flops_by_reg.png
Other sequential cells in the stronger gray, the rest of the logic in the fainter gray.
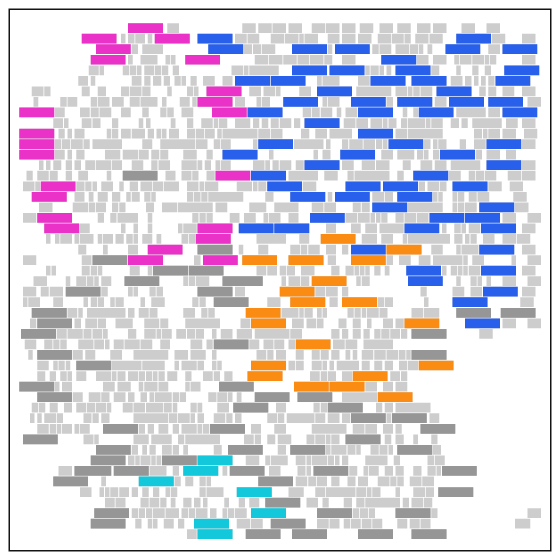
detail.png
Bar = 20 um. Window x 10 to 60, y 10 to 60 um. Cells in gray, sequential cells in the stronger gray; small squares are vias.
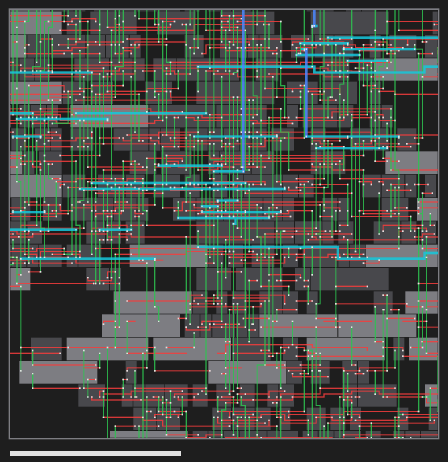
metal_density.png
Bar = 50 um. 28 x 28 tiles, from black (low) to pale yellow (high), scaled to the fullest tile. Values are wire area over tile area, all layers added.
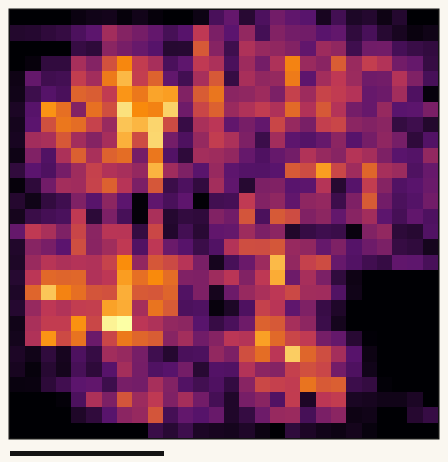
placement_by_type.png
Fill, decap, tap and diode cells in gray.
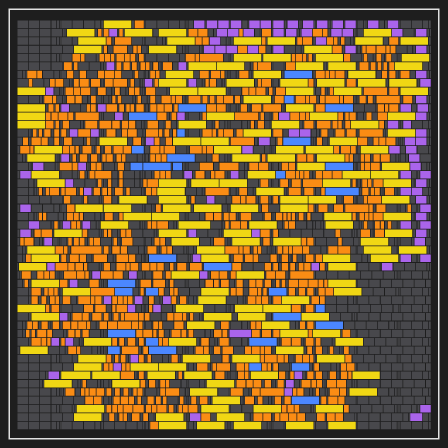
placement.png
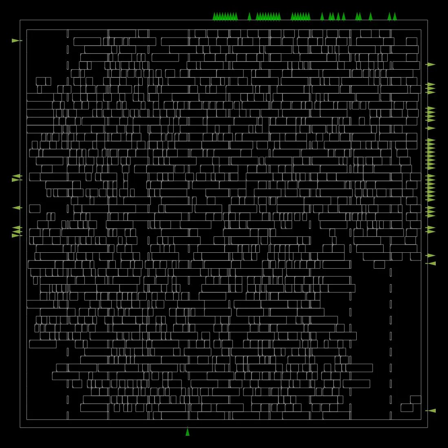
<file path="src/rtl/pcileech_sysctl.sv">
// System control: sequenced system/FT601 resets, debounced buttons, activity LED stretchers, tick counter.
// Optional PCIe PERST# input is enabled by defining PCILEECH_SYSCTL_PERST_EN.

module pcileech_sysctl_debounce #(
  parameter int unsigned CYCLES = 1000000
) (
  input  logic clk,
  input  logic rst_n,
  input  logic en,
  input  logic din,
  output logic dout
);
  localparam int unsigned CW = $clog2(CYCLES + 1);

  logic [1:0]    sync_q;
  logic [CW-1:0] cnt_q;

  // NOTE: raw asynchronous inputs pass two flops before any logic looks at them, so a metastable first stage never fans out.
  always_ff @(posedge clk or negedge rst_n) begin
    if (!rst_n) sync_q <= 2'b00;
    else        sync_q <= {sync_q[0], din};
  end

  // Output flips only after the synchronized input has disagreed with it for CYCLES edges in a row.
  always_ff @(posedge clk or negedge rst_n) begin
    if (!rst_n) begin
      cnt_q <= '0;
      dout  <= 1'b0;
    end else if (en) begin
      if (sync_q[1] != dout) begin
        if (cnt_q == CW'(CYCLES - 1)) begin
          dout  <= sync_q[1];
          cnt_q <= '0;
        end else begin
          cnt_q <= cnt_q + CW'(1);
        end
      end else begin
        cnt_q <= '0;
      end
    end
  end
endmodule

module pcileech_sysctl_stretch #(
  parameter int unsigned CYCLES = 5000000
) (
  input  logic clk,
  input  logic rst_n,
  input  logic en,
  input  logic clr,
  input  logic act,
  output logic led
);
  localparam int unsigned CW = $clog2(CYCLES + 1);

  logic [CW-1:0] cnt_q, cnt_d;

  // NOTE: every always_comb output gets a default first, so no path can infer a latch.
  always_comb begin
    cnt_d = cnt_q;
    if (clr)                cnt_d = '0;
    else if (act)           cnt_d = CW'(CYCLES);
    else if (cnt_q != '0)   cnt_d = cnt_q - CW'(1);
  end

  always_ff @(posedge clk or negedge rst_n) begin
    if (!rst_n) begin
      cnt_q <= '0;
      led   <= 1'b0;
    end else if (en) begin
      cnt_q <= cnt_d;
      led   <= (cnt_d != '0);
    end
  end
endmodule

module pcileech_sysctl #(
  parameter int unsigned RST_HOLD_CYCLES = 64,
  parameter int unsigned FT_WAIT_CYCLES  = 16,
  parameter int unsigned DEBOUNCE_CYCLES = 1000000,
  parameter int unsigned STRETCH_CYCLES  = 5000000,
  parameter int unsigned HEARTBEAT_BIT   = 26
) (
  input  logic        clk,
  input  logic        rst_n,
  input  logic        btn_reset,
  input  logic        btn_invert,
  input  logic        act_pcie,
  input  logic        act_com,
`ifdef PCILEECH_SYSCTL_PERST_EN
  input  logic        pcie_perst_n,
`endif
  output logic        rst,
  output logic        ft601_rst_n,
  output logic        led_invert,
  output logic        led_heartbeat,
  output logic        led_pcie,
  output logic        led_com,
  output logic [63:0] tickcount
);
  typedef enum logic [1:0] {S_HOLD, S_FTWAIT, S_RUN} state_t;

  localparam int unsigned SEQ_MAX = (RST_HOLD_CYCLES > FT_WAIT_CYCLES) ? RST_HOLD_CYCLES : FT_WAIT_CYCLES;
  localparam int unsigned SW      = $clog2(SEQ_MAX + 1);

  if (RST_HOLD_CYCLES < 1 || FT_WAIT_CYCLES < 1 || DEBOUNCE_CYCLES < 1 || STRETCH_CYCLES < 1) begin : g_bad_cycles
    $error("pcileech_sysctl: cycle parameters must be at least 1");
  end
  if (HEARTBEAT_BIT > 63) begin : g_bad_hb
    $error("pcileech_sysctl: HEARTBEAT_BIT must select a tickcount bit");
  end

  // NOTE: rst_n asserts everything asynchronously; release is seen only through this synchronizer, so all state starts on one edge.
  logic [1:0] rsync_q;
  logic       run_en;

  always_ff @(posedge clk or negedge rst_n) begin
    if (!rst_n) rsync_q <= 2'b00;
    else        rsync_q <= {rsync_q[0], 1'b1};
  end
  assign run_en = rsync_q[1];

  logic btn_reset_db;

  pcileech_sysctl_debounce #(.CYCLES(DEBOUNCE_CYCLES)) u_db_reset (
    .clk(clk), .rst_n(rst_n), .en(run_en), .din(btn_reset), .dout(btn_reset_db)
  );

  pcileech_sysctl_debounce #(.CYCLES(DEBOUNCE_CYCLES)) u_db_invert (
    .clk(clk), .rst_n(rst_n), .en(run_en), .din(btn_invert), .dout(led_invert)
  );

  logic trigger;

`ifdef PCILEECH_SYSCTL_PERST_EN
  logic [1:0] perst_sync_q;

  always_ff @(posedge clk or negedge rst_n) begin
    if (!rst_n) perst_sync_q <= 2'b11;
    else        perst_sync_q <= {perst_sync_q[0], pcie_perst_n};
  end
  assign trigger = btn_reset_db | ~perst_sync_q[1];
`else
  assign trigger = btn_reset_db;
`endif

  state_t        state_q, state_d;
  logic [SW-1:0] seq_q, seq_d;

  always_comb begin
    state_d = state_q;
    seq_d   = seq_q;
    if (trigger) begin
      state_d = S_HOLD;
      seq_d   = '0;
    end else begin
      unique case (state_q)
        S_HOLD: begin
          if (seq_q == SW'(RST_HOLD_CYCLES - 1)) begin
            state_d = S_FTWAIT;
            seq_d   = '0;
          end else begin
            seq_d = seq_q + SW'(1);
          end
        end
        S_FTWAIT: begin
          if (seq_q == SW'(FT_WAIT_CYCLES - 1)) begin
            state_d = S_RUN;
            seq_d   = '0;
          end else begin
            seq_d = seq_q + SW'(1);
          end
        end
        S_RUN: ;
        default: begin
          state_d = S_HOLD;
          seq_d   = '0;
        end
      endcase
    end
  end

  // Outputs are decoded from the next state so they change on the same edge as the state register.
  // NOTE: sequential state is written with non-blocking assignments only, so every flop samples pre-edge values.
  always_ff @(posedge clk or negedge rst_n) begin
    if (!rst_n) begin
      state_q     <= S_HOLD;
      seq_q       <= '0;
      rst         <= 1'b1;
      ft601_rst_n <= 1'b0;
    end else if (run_en) begin
      state_q     <= state_d;
      seq_q       <= seq_d;
      rst         <= (state_d != S_RUN);
      ft601_rst_n <= (state_d != S_HOLD);
    end
  end

  // Free-running; deliberately untouched by button reset and by rst.
  always_ff @(posedge clk or negedge rst_n) begin
    if (!rst_n) begin
      tickcount     <= 64'd0;
      led_heartbeat <= 1'b0;
    end else if (run_en) begin
      tickcount     <= tickcount + 64'd1;
      led_heartbeat <= tickcount[HEARTBEAT_BIT] ^ led_invert;
    end
  end

  pcileech_sysctl_stretch #(.CYCLES(STRETCH_CYCLES)) u_st_pcie (
    .clk(clk), .rst_n(rst_n), .en(run_en), .clr(rst), .act(act_pcie), .led(led_pcie)
  );

  pcileech_sysctl_stretch #(.CYCLES(STRETCH_CYCLES)) u_st_com (
    .clk(clk), .rst_n(rst_n), .en(run_en), .clr(rst), .act(act_com), .led(led_com)
  );
endmodule
</file>
<file path="config.mk">
export PLATFORM = sky130hd
export DESIGN_NAME = pcileech_sysctl
export DESIGN_NICKNAME = d
export VERILOG_FILES = /design/src/rtl/pcileech_sysctl.sv
export SDC_FILE = /design/constraint.sdc
export NUM_CORES = 1
export LEC_CHECK = 0
export CORE_MARGIN = 2
export CORE_UTILIZATION = 53
export CTS_CLUSTER_SIZE = 16
export DETAILED_ROUTE_END_ITERATION = 10
export PLACE_DENSITY = 0.76
export SYNTH_ARGS = -nofsm -noshare
export SYNTH_HDL_FRONTEND = slang
export SYNTH_HIERARCHICAL = 1
export SYNTH_SLANG_ARGS = --single-unit
</file>
<file path="constraint.sdc">
create_clock -name clk -period 2.9 [get_ports clk]
set_input_delay 0.29 -clock clk [delete_from_list [all_inputs] [get_ports clk]]
set_output_delay 0.29 -clock clk [all_outputs]
set_load 0.05 [all_outputs]
</file>
==> flow_results.org <==
#+TITLE: Implementation results

** GRT
- On met3, the global router reports a usage of between 4 and 5%.
- Global routing used 32.45% of the available met1 tracks.
- The initial antenna violation count was 0.
- GR Layer Usage met2 :: roughly 40%
- Via count of the first global-routing pass :: between 7k and 8k
- Pin count of the biggest net entering global routing :: 66
- met2 is the most crowded layer.
- The global route stage reports its total congestion overflow as 0.

** Synth
- Number of distinct standard cells referenced by the synthesized netlist :: around 73
- Number of standard cells after synthesis :: 1017
- Leading cell types by count after synthesis :: sky130_fd_sc_hd__dfrtp_1, sky130_fd_sc_hd__nand2_1, sky130_fd_sc_hd__nor2_1
- The synthesized design spends more area on one cell type than any other, namely sky130_fd_sc_hd__dfrtp_1.
- When the netlist entered floorplanning its net count stood at between 1k and 1.5k.
- The share of the Yosys chip area taken by registers is between 40 and 50%.
- The chip area line in the Yosys stat output reads approximately 9700 um2.
- Number of flops mapped to enable cells by yosys :: 0
- Post-synth the commonest register cell is sky130_fd_sc_hd__dfrtp_1.
- Top logic cell family in the synthesized netlist :: simple AND/OR/NAND/NOR gates
- Area of the mapped netlist :: approximately 9700 um2
- The synthesized netlist devotes between 10 and 15% of its cell area to compound gates.
- For reference, full adder, half adder and majority cells occupy roughly 1.0% of the area reported after synthesis.
- Yosys reported that registers with async set or reset make up 100.0%.

** Timing
- The final report lists the setup-violating endpoint count as 0.
- Worst Max-Slew Pin Slew :: between 0.7 and 0.8 ns
- The slew check shows that the tightest pin keeps a relative margin of roughly half.
- OpenROAD reports that the post-layout worst path occupies ~100% of the period.
- For this run, the top clock speed supported by timing is between 300 and 400 MHz.
- Per the final report, max-transition violations number 0.
- Across all setup checks in the final design, the least slack found is 0.05544 ns.
- Per the final timing report, the hold violations number 0.
- After layout, the minimum clock period comes to about 2.8 ns.
- Layout Skew :: ~0.014 ns
- Setup TNS after final layout :: 0 ns

** Detailed routing
- Uppermost metal layer occupied by signal nets :: met4
- Number of iterations in the first detailed-routing pass :: 6
- The detailed router put a total of ~10000 um of wire on met1.
- Per the detail_route log, met2 wirelength is about 11000 um.
- The detailed router reports a met3 wire length of 1032 um.
- TritonRoute reported its final design rule violation total as 0.

** Worst setup path
- CP required :: between 3 and 4 ns
- The slowest stage of the critical path is the sky130_fd_sc_hd__or4_1 cell.
- STA classifies the critical path endpoint as a register.
- Critical Path End :: u_st_pcie/led
- Critical register-to-register path endpoint :: u_st_pcie/led
- Critical Path AT :: roughly 3.2 ns
- Largest delay share family, worst path :: simple AND/OR/NAND/NOR gates
- Total stage count of the critical path :: 9
- Setup slack, reg-to-reg :: around 0.055 ns
- The worst setup path is launched from a register.
- Worst-path cell chain :: inv_1 -> ha_2 -> or3b_1 -> buf_4 -> o31ai_1 -> a41oi_1 -> or4_1 -> a2111oi_2 -> o22ai_1
- First element of the critical path :: u_st_pcie/cnt_q[1]
- Max stage delay on crit path :: about 0.53 ns

** CTS
- Clock tree synthesis inserted a total of 17 buffers.
- Clock Latency Late Sink :: 0.44 ns
- CTS HTree Levels :: 4
- Per the post-CTS timing run, clock transition at the registers of the reported paths is around 0.08 ns.
- CTS saw approximately 170 sinks.

** Run
- In this run the maximum-capacitance check reported violations numbering 0.
- Tool warnings :: 28

** Power and ir drop
- The script computed the net switching share of total power as 32.12%.
- Combinational power :: 1.11 mW
- The net switching power in the latest report is between 1.5 and 2 mW.
- Combinational cells account for a little under a fifth of the total power.
- Leakage power of the design :: 5.165 nW
- Worst IR drop on VDD :: ~0.41 mV
- Pwr/cell area :: roughly 530 nW/um2
- Clock power share :: between 30% and 40%
- In the power breakdown, the internal column shows approximately 4.2 mW.
- For the clock group, total power comes out at roughly 2.4 mW.

** Place
- Total half-perimeter wirelength after legalization and detailed placement :: 15780 um
- RePlAce Congestion :: ~0.9
- Setup slack on the worst path after placement came out at ~0.016 ns.

** Final layout
- Most used cells in the layout excluding fill and tap cells :: sky130_fd_sc_hd__dfrtp_1, sky130_fd_sc_hd__nand2_1, sky130_fd_sc_hd__clkdlybuf4s50_1, sky130_fd_sc_hd__nor2_1, sky130_fd_sc_hd__nand3_1
- Most common cell after layout, fill and taps aside :: sky130_fd_sc_hd__dfrtp_1
- For this run, the post-layout net count is about 1.1k.
- Flip-flop count of the largest register after layout :: between 60 and 70
- Fraction of layout instances using a drive strength above 1 :: between 10% and 20%

** Min path
- Checking hold timing, the worst path is listed with class in2reg.
- End point of the most critical hold path :: u_db_invert/sync_q[0]
- The startpoint identified for the worst hold timing path is btn_invert.

** Outcome
- Result of the run :: finished, final reports clean

** Floorplanning
- The floorplan step set the die height to ~140 um.
Notes on flops_by_reg.png above:
netlist name	color	flops
u_st_pcie/cnt_q	magenta	23
tickcount	blue	64
u_db_invert/cnt_q	orange	20
seq_q	cyan	7
not colored	58
area taken by flip-flops and latches: 4309 um2
power of the sequential group: 2.70 mW
final cell utilization of the core: 64.51%

Notes on detail.png above:
layer	color
metal 2	green
metal 1	red
metal 3	cyan
metal 4	blue
sequential cells in the window	17
most frequent	nand2_1 (23), dfrtp_1 (16), o21ai_0 (15)
cells with their middle in the window	195
netlist names of flops here include	u_st_com/cnt_q (11), seq_q (3)

Notes on metal_density.png above:
fullest tile	0.59
emptiest ninth of the die	south-east
tiles over half the peak	20%
final wirelength: 22660 um
routed via count: 8212
drt wl/cell: 16.62 um
total global routing track utilization: 23.83%

Notes on placement_by_type.png above:
class	color	cells
clock drivers and dummy loads	blue	32
flops	yellow	172
combinational and other logic	orange	807
other buffers and delay cells	purple	123
sequential fraction of total cell area: 37.19%
area of all placed cells without fillers: 11590 um2
# rows: 49
Core ar.: 17960 um2

Notes on placement.png above:
tap cell count: 229
count of sequential standard cells: 172
count of non-filler cells in the finished layout: 1363
count of filler cells inserted in the layout: 1463

[what timing repair did]
action,in CTS,in global routing
gates resized,0,9
buffers inserted,0,2
hold endpoints to repair,61,0
setup endpoints to repair,0,2
hold buffers,1,0
[per-stage QoR]
step / power (mW) / hold WS, ns / instances
floorplan: 3.462 / -0.005591 / 1017
global placement: 3.815 / 0.3226 / 1328
detailed placement: 3.834 / 0.3274 / 1328
CTS: 6.194 / 0.2780 / 1361
global route: 6.420 / 0.2766 / 1363
finish: 6.159 / 0.2889 / 1363
[layout make-up]
type,count,area (um2)
multi-input combinational,771,5115
clock buffer,17,425.4
sequential,172,4309
fill,1463,6376
clock inverter,15,188.9
inverter,36,135.1
tap,229,286.5
timing repair buffer,123,1127
Power figures rest on the tool's default switching activity, not on a simulated workload.
